### Supply network, run 1

Bar = 20 µm. Pins as bars on the die edge. Tap cells in grey.
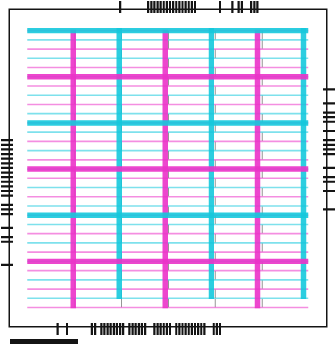
### Cell classes on the final placement, run 1

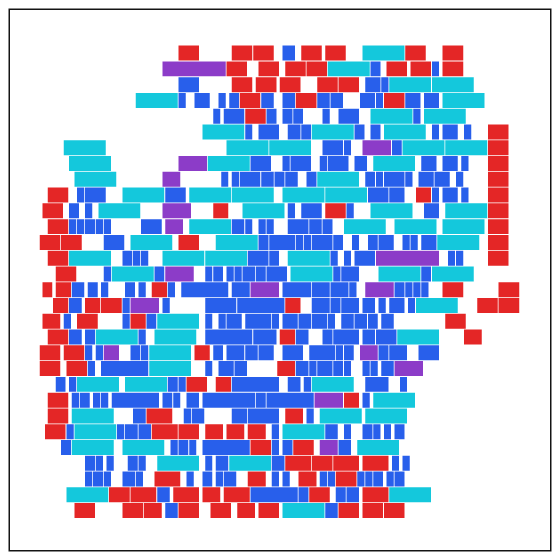
### Clock network drawn from the DEF, run 1

Bar = 20 µm.
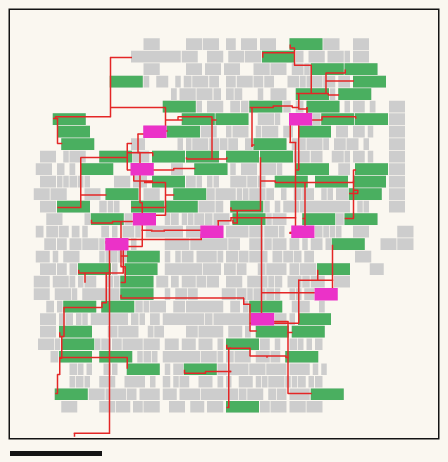
### Routed metal, one colour a layer, run 1

Bar = 20 µm. Only two layers are drawn.
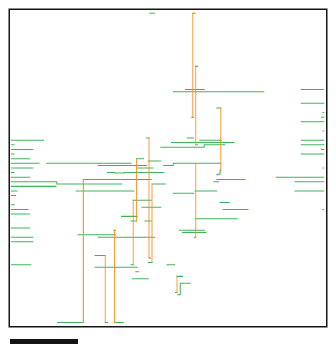
File: src/rtl/shift_unit_ctrl.sv
// Sequencing front-end for the 16-bit barrel shifter: drives the shifter,
// builds rotates from two passes and registers result plus Z/N/C flags.
`timescale 1ns/1ps
module shift_unit_ctrl (
  input  logic        clk,
  input  logic        rst,
  input  logic        in_valid,
  output logic        in_ready,
  input  logic [2:0]  in_op,
  input  logic [15:0] in_data,
  input  logic [4:0]  in_amt,
  input  logic [3:0]  in_tag,
  output logic [15:0] sh_in,
  output logic [4:0]  sh_amt,
  output logic        sh_cont,
  output logic        sh_sign,
  input  logic [15:0] sh_out,
  output logic        out_valid,
  input  logic        out_ready,
  output logic [15:0] out_data,
  output logic [3:0]  out_tag,
  output logic        out_z,
  output logic        out_n,
  output logic        out_c
);

  localparam int unsigned DW = 16;
  localparam int unsigned AW = 5;
  localparam int unsigned TW = 4;

  localparam logic [2:0] OP_SLL = 3'b000;
  localparam logic [2:0] OP_SRL = 3'b001;
  localparam logic [2:0] OP_SRA = 3'b010;
  localparam logic [2:0] OP_ROL = 3'b011;
  localparam logic [2:0] OP_ROR = 3'b100;

  typedef enum logic [1:0] {IDLE, P1, P2} state_t;

  state_t         state, state_nxt;
  logic [2:0]     op_q;
  logic [DW-1:0]  data_q;
  logic [DW-1:0]  temp_q;
  logic [AW-1:0]  amt_q;
  logic [TW-1:0]  tag_q;
  logic [3:0]     r;
  logic           is_rot, rot_nz, accept;
  logic           cap, cap_temp, carry;
  logic [DW-1:0]  res;

  // Rotates work modulo 16; a zero residue collapses to a single pass-through
  assign r      = amt_q[3:0];
  assign is_rot = (op_q == OP_ROL) || (op_q == OP_ROR);
  assign rot_nz = is_rot && (r != 4'd0);
  assign accept = in_valid && in_ready;

  always_ff @(posedge clk) begin
    if (rst) state <= IDLE;
    else     state <= state_nxt;
  end

  always_comb begin
    state_nxt = state;
    unique case (state)
      IDLE:    if (accept) state_nxt = P1;
      P1:      state_nxt = rot_nz ? P2 : IDLE;
      P2:      state_nxt = IDLE;
      default: state_nxt = IDLE;
    endcase
  end

  // Shifter drive, result selection and carry for the current pass
  always_comb begin
    in_ready = 1'b0;
    sh_in    = '0;
    sh_amt   = '0;
    sh_cont  = 1'b0;
    sh_sign  = 1'b0;
    cap      = 1'b0;
    cap_temp = 1'b0;
    res      = sh_out;
    carry    = 1'b0;
    unique case (state)
      IDLE: in_ready = !out_valid || out_ready;
      P1: begin
        sh_in = data_q;
        unique case (op_q)
          OP_SLL: begin
            sh_amt = amt_q;
            carry  = (amt_q != 5'd0 && amt_q <= 5'd16) ? data_q[4'(5'd16 - amt_q)] : 1'b0;
          end
          OP_SRL: begin
            sh_amt  = amt_q;
            sh_cont = 1'b1;
            carry   = (amt_q != 5'd0 && amt_q <= 5'd16) ? data_q[4'(amt_q - 5'd1)] : 1'b0;
          end
          OP_SRA: begin
            sh_amt  = amt_q;
            sh_cont = 1'b1;
            sh_sign = 1'b1;
            if (amt_q == 5'd0)       carry = 1'b0;
            else if (amt_q > 5'd16)  carry = data_q[15];
            else                     carry = data_q[4'(amt_q - 5'd1)];
          end
          OP_ROL, OP_ROR: begin
            sh_amt  = {1'b0, r};
            sh_cont = (op_q == OP_ROR) && rot_nz;
          end
          default: sh_amt = '0;
        endcase
        cap      = !rot_nz;
        cap_temp = rot_nz;
      end
      P2: begin
        sh_in   = data_q;
        sh_amt  = 5'd16 - {1'b0, r};
        sh_cont = (op_q == OP_ROL);
        res     = temp_q | sh_out;
        carry   = (op_q == OP_ROL) ? res[0] : res[15];
        cap     = 1'b1;
      end
      default: in_ready = 1'b0;
    endcase
  end

  always_ff @(posedge clk) begin
    if (rst) begin
      op_q      <= '0;
      data_q    <= '0;
      amt_q     <= '0;
      tag_q     <= '0;
      temp_q    <= '0;
      out_valid <= 1'b0;
      out_data  <= '0;
      out_tag   <= '0;
      out_z     <= 1'b0;
      out_n     <= 1'b0;
      out_c     <= 1'b0;
    end else begin
      if (accept) begin
        op_q   <= in_op;
        data_q <= in_data;
        amt_q  <= in_amt;
        tag_q  <= in_tag;
      end
      if (cap_temp) temp_q <= sh_out;
      // A capture only happens after an accept, which required the output to drain
      if (cap) begin
        out_valid <= 1'b1;
        out_data  <= res;
        out_tag   <= tag_q;
        out_z     <= (res == '0);
        out_n     <= res[15];
        out_c     <= carry;
      end else if (out_ready) begin
        out_valid <= 1'b0;
      end
    end
  end

endmodule

File: config.mk
export PLATFORM = sky130hd
export DESIGN_NAME = shift_unit_ctrl
export DESIGN_NICKNAME = d
export VERILOG_FILES = /design/src/rtl/shift_unit_ctrl.sv
export SDC_FILE = /design/constraint.sdc
export NUM_CORES = 1
export LEC_CHECK = 0
export CORE_MARGIN = 5
export CORE_UTILIZATION = 48
export DETAILED_ROUTE_END_ITERATION = 10
export GPL_ROUTABILITY_DRIVEN = 0
export HOLD_SLACK_MARGIN = 0.08
export PLACE_DENSITY = 0.91
export SLEW_MARGIN = 5
export SYNTH_ARGS = -nofsm -noshare
export SYNTH_HDL_FRONTEND = slang
export SYNTH_SLANG_ARGS = --single-unit
export TNS_END_PERCENT = 50
File: constraint.sdc
create_clock -name clk -period 3.1 [get_ports clk]
set_input_delay 0.93 -clock clk [delete_from_list [all_inputs] [get_ports clk]]
set_output_delay 0.93 -clock clk [all_outputs]
set_load 0.02 [all_outputs]
==> job_summary.md, run 1 <==
### Flow metrics

| Metric | Value |
|---|---|
| Distinct cells, synth | `42` |
| Min-Delay Path Depth | `2` |
| DR vias | `3,102` |
| Setup violators final | `0` |
| Register area share after synthesis | `0.417` |
| Main flop type | `dfxtp_1` |
| Power per Cell Area | `483 nW/µm²` |
| Log Warnings | `29` |
| Cell family with most CP delay | `simple AND/OR/NAND/NOR gates` |
| Synth-to-layout area growth | `37.2%` |
| CP bufs+invs | `3` |
| RR Endpoint | `out_tag[0]` |
| CP Class | `reg -> out` |
| Status | `completed` |
| Seq power | `0.000966 W` |
| Post-route cell area | `4550 µm²` |
| First-pass GRT wire length | `14,700 µm` |
| Filler cells | `514` |
| Synth cell count leaders | `dfxtp_1, nand2_1, a21oi_1, nor2_1, mux2i_1` |
| Total internal power | `0.00159 W` |
| Antenna viol nets, final | `0` |
| WL met3 | `560 µm` |
| CP Cell Sequence | `inv_1 -> ha_2 -> or3b_4 -> inv_1 -> a22oi_1 -> nor2b_1 -> clkdlybuf4s15_1` |
| Sequential power share | `0.439` |
| Seq area share | `0.304` |
| Hold_ws | `0.472 ns` |
| Final Max Tran Viols | `0` |
| Non-clock inverters | `9` |
| Post-Route WL | `9190 µm` |
| Power, Total | `0.00220 W` |
| DP Wirelength | `6490 µm` |
| CP required | `2.17 ns` |
| Startpoint types | `flip-flop` |
| P_sw | `0.000612 W` |
| Asr flop ratio synth | `0` |
| Top cell excl fill/tap | `clkdlybuf4s50_1` |
| IO Pins | `96` |
| Main area contributors | `dfxtp_1, a21oi_1, nand2_1` |
| Placed cell count | `542` |
| Worst-path clk slew | `0.07 ns` |
| Worst Hold Launch | `tag_q[0]` |
| Period utilization | `0.972` |
| Sw frac | `0.278` |
| Remaining Overflow, GRT | `0` |
-- 'Supply network' (at the start) --
Key: magenta = VSS; cyan = VDD
6 straps on met4. The core has 30 rows. 96 signal pins sit on the boundary. 80 tap cells.
Max VDD drop: 0.000321 V
Die Wd: 93.1 µm
floorplan core area: 6760 µm²
die height: 93.1 µm

-- 'Cell classes on the final placement' (at the start) --
Key: purple = clock drivers and dummy loads [cells 16, share of their area 5.1%]; red = other buffers and delay cells [cells 107, share of their area 24%]; cyan = flip-flops [cells 69, share of their area 31%]; blue = all other logic [cells 286, share of their area 40%]

-- 'Clock network drawn from the DEF' (at the start) --
Key: magenta = cells driving clock nets [count 9]; green = flip-flops [count 69]; red = clock wires [length 813 µm]
Position of the flops: spread over the die.
Clk power: 0.000838 W
clock latency on the worst-skew pair: 0.34 ns
clock skew: 0.0100 ns
Clock power frac: 0.381

-- 'Routed metal, one colour a layer' (at the start) --
Key: orange = met4 [wire length 284 µm]; green = met3 [wire length 560 µm]

==> run 1 -> run 2 <==
CAP_MARGIN = 5   (was not set)
### Routed metal, one colour a layer, run 2

Bar = 20 µm. Only two layers are drawn.
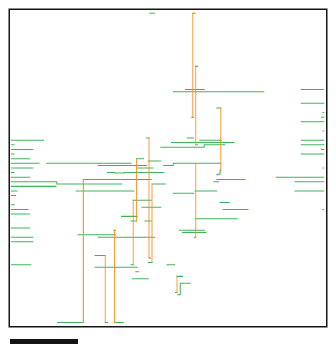
Key: orange = met4 [wire length 284 µm]; green = met3 [wire length 560 µm]
Total GRT Usage: 0.211
Avg WL per Cell: 16.5 µm
DR vias: 3,102

==> run 2 against run 1 <==
  * Wire length unchanged
  * Global-route usage unchanged
  * Non-clock buffer count unchanged
  * Combinational power about the same
  * First-iteration DRC count unchanged
  * Critical endpoint unchanged
  * Register-to-register slack about the same
==> job_summary.md, run 2 <==
### Flow metrics

| Metric | Value |
|---|---|
| Status | `completed` |
| Ys cells | `385` |
| Clk power | `0.000838 W` |
| Main area contributors | `dfxtp_1, a21oi_1, nand2_1` |
| Register area share after synthesis | `0.417` |
| Power per Cell Area | `483 nW/µm²` |
| Total internal power | `0.00159 W` |
| Clock skew | `0.0100 ns` |
| CP required | `2.17 ns` |
| Worst-path clk slew | `0.07 ns` |
| Hold_ws | `0.472 ns` |
| Final Max Tran Viols | `0` |
| Power, Total | `0.00220 W` |
| Floorplan core area | `6760 µm²` |
| Sequential power share | `0.439` |
| Cell family with most CP delay | `simple AND/OR/NAND/NOR gates` |
| Seq power | `0.000966 W` |
| CP Cell Sequence | `inv_1 -> ha_2 -> or3b_4 -> inv_1 -> a22oi_1 -> nor2b_1 -> clkdlybuf4s15_1` |
| Post-Route WL | `9190 µm` |
| IO Pins | `96` |
| Clock latency on the worst-skew pair | `0.34 ns` |
| Filler cells | `514` |
| P_sw | `0.000612 W` |
| Most common cell in the netlist | `dfxtp_1` |
| DP Wirelength | `6490 µm` |
| Post-route cell area | `4550 µm²` |
| WL met3 | `560 µm` |
| Startpoint types | `flip-flop` |
| Die Wd | `93.1 µm` |
| Main flop type | `dfxtp_1` |
| Distinct cells, synth | `42` |
| Sw frac | `0.278` |
| RR Endpoint | `out_tag[0]` |
| CP Class | `reg -> out` |
| Seq area share | `0.304` |
| Placed cell count | `542` |
| Clock power frac | `0.381` |
Power figures rest on the tool's default switching activity, not on a simulated workload.
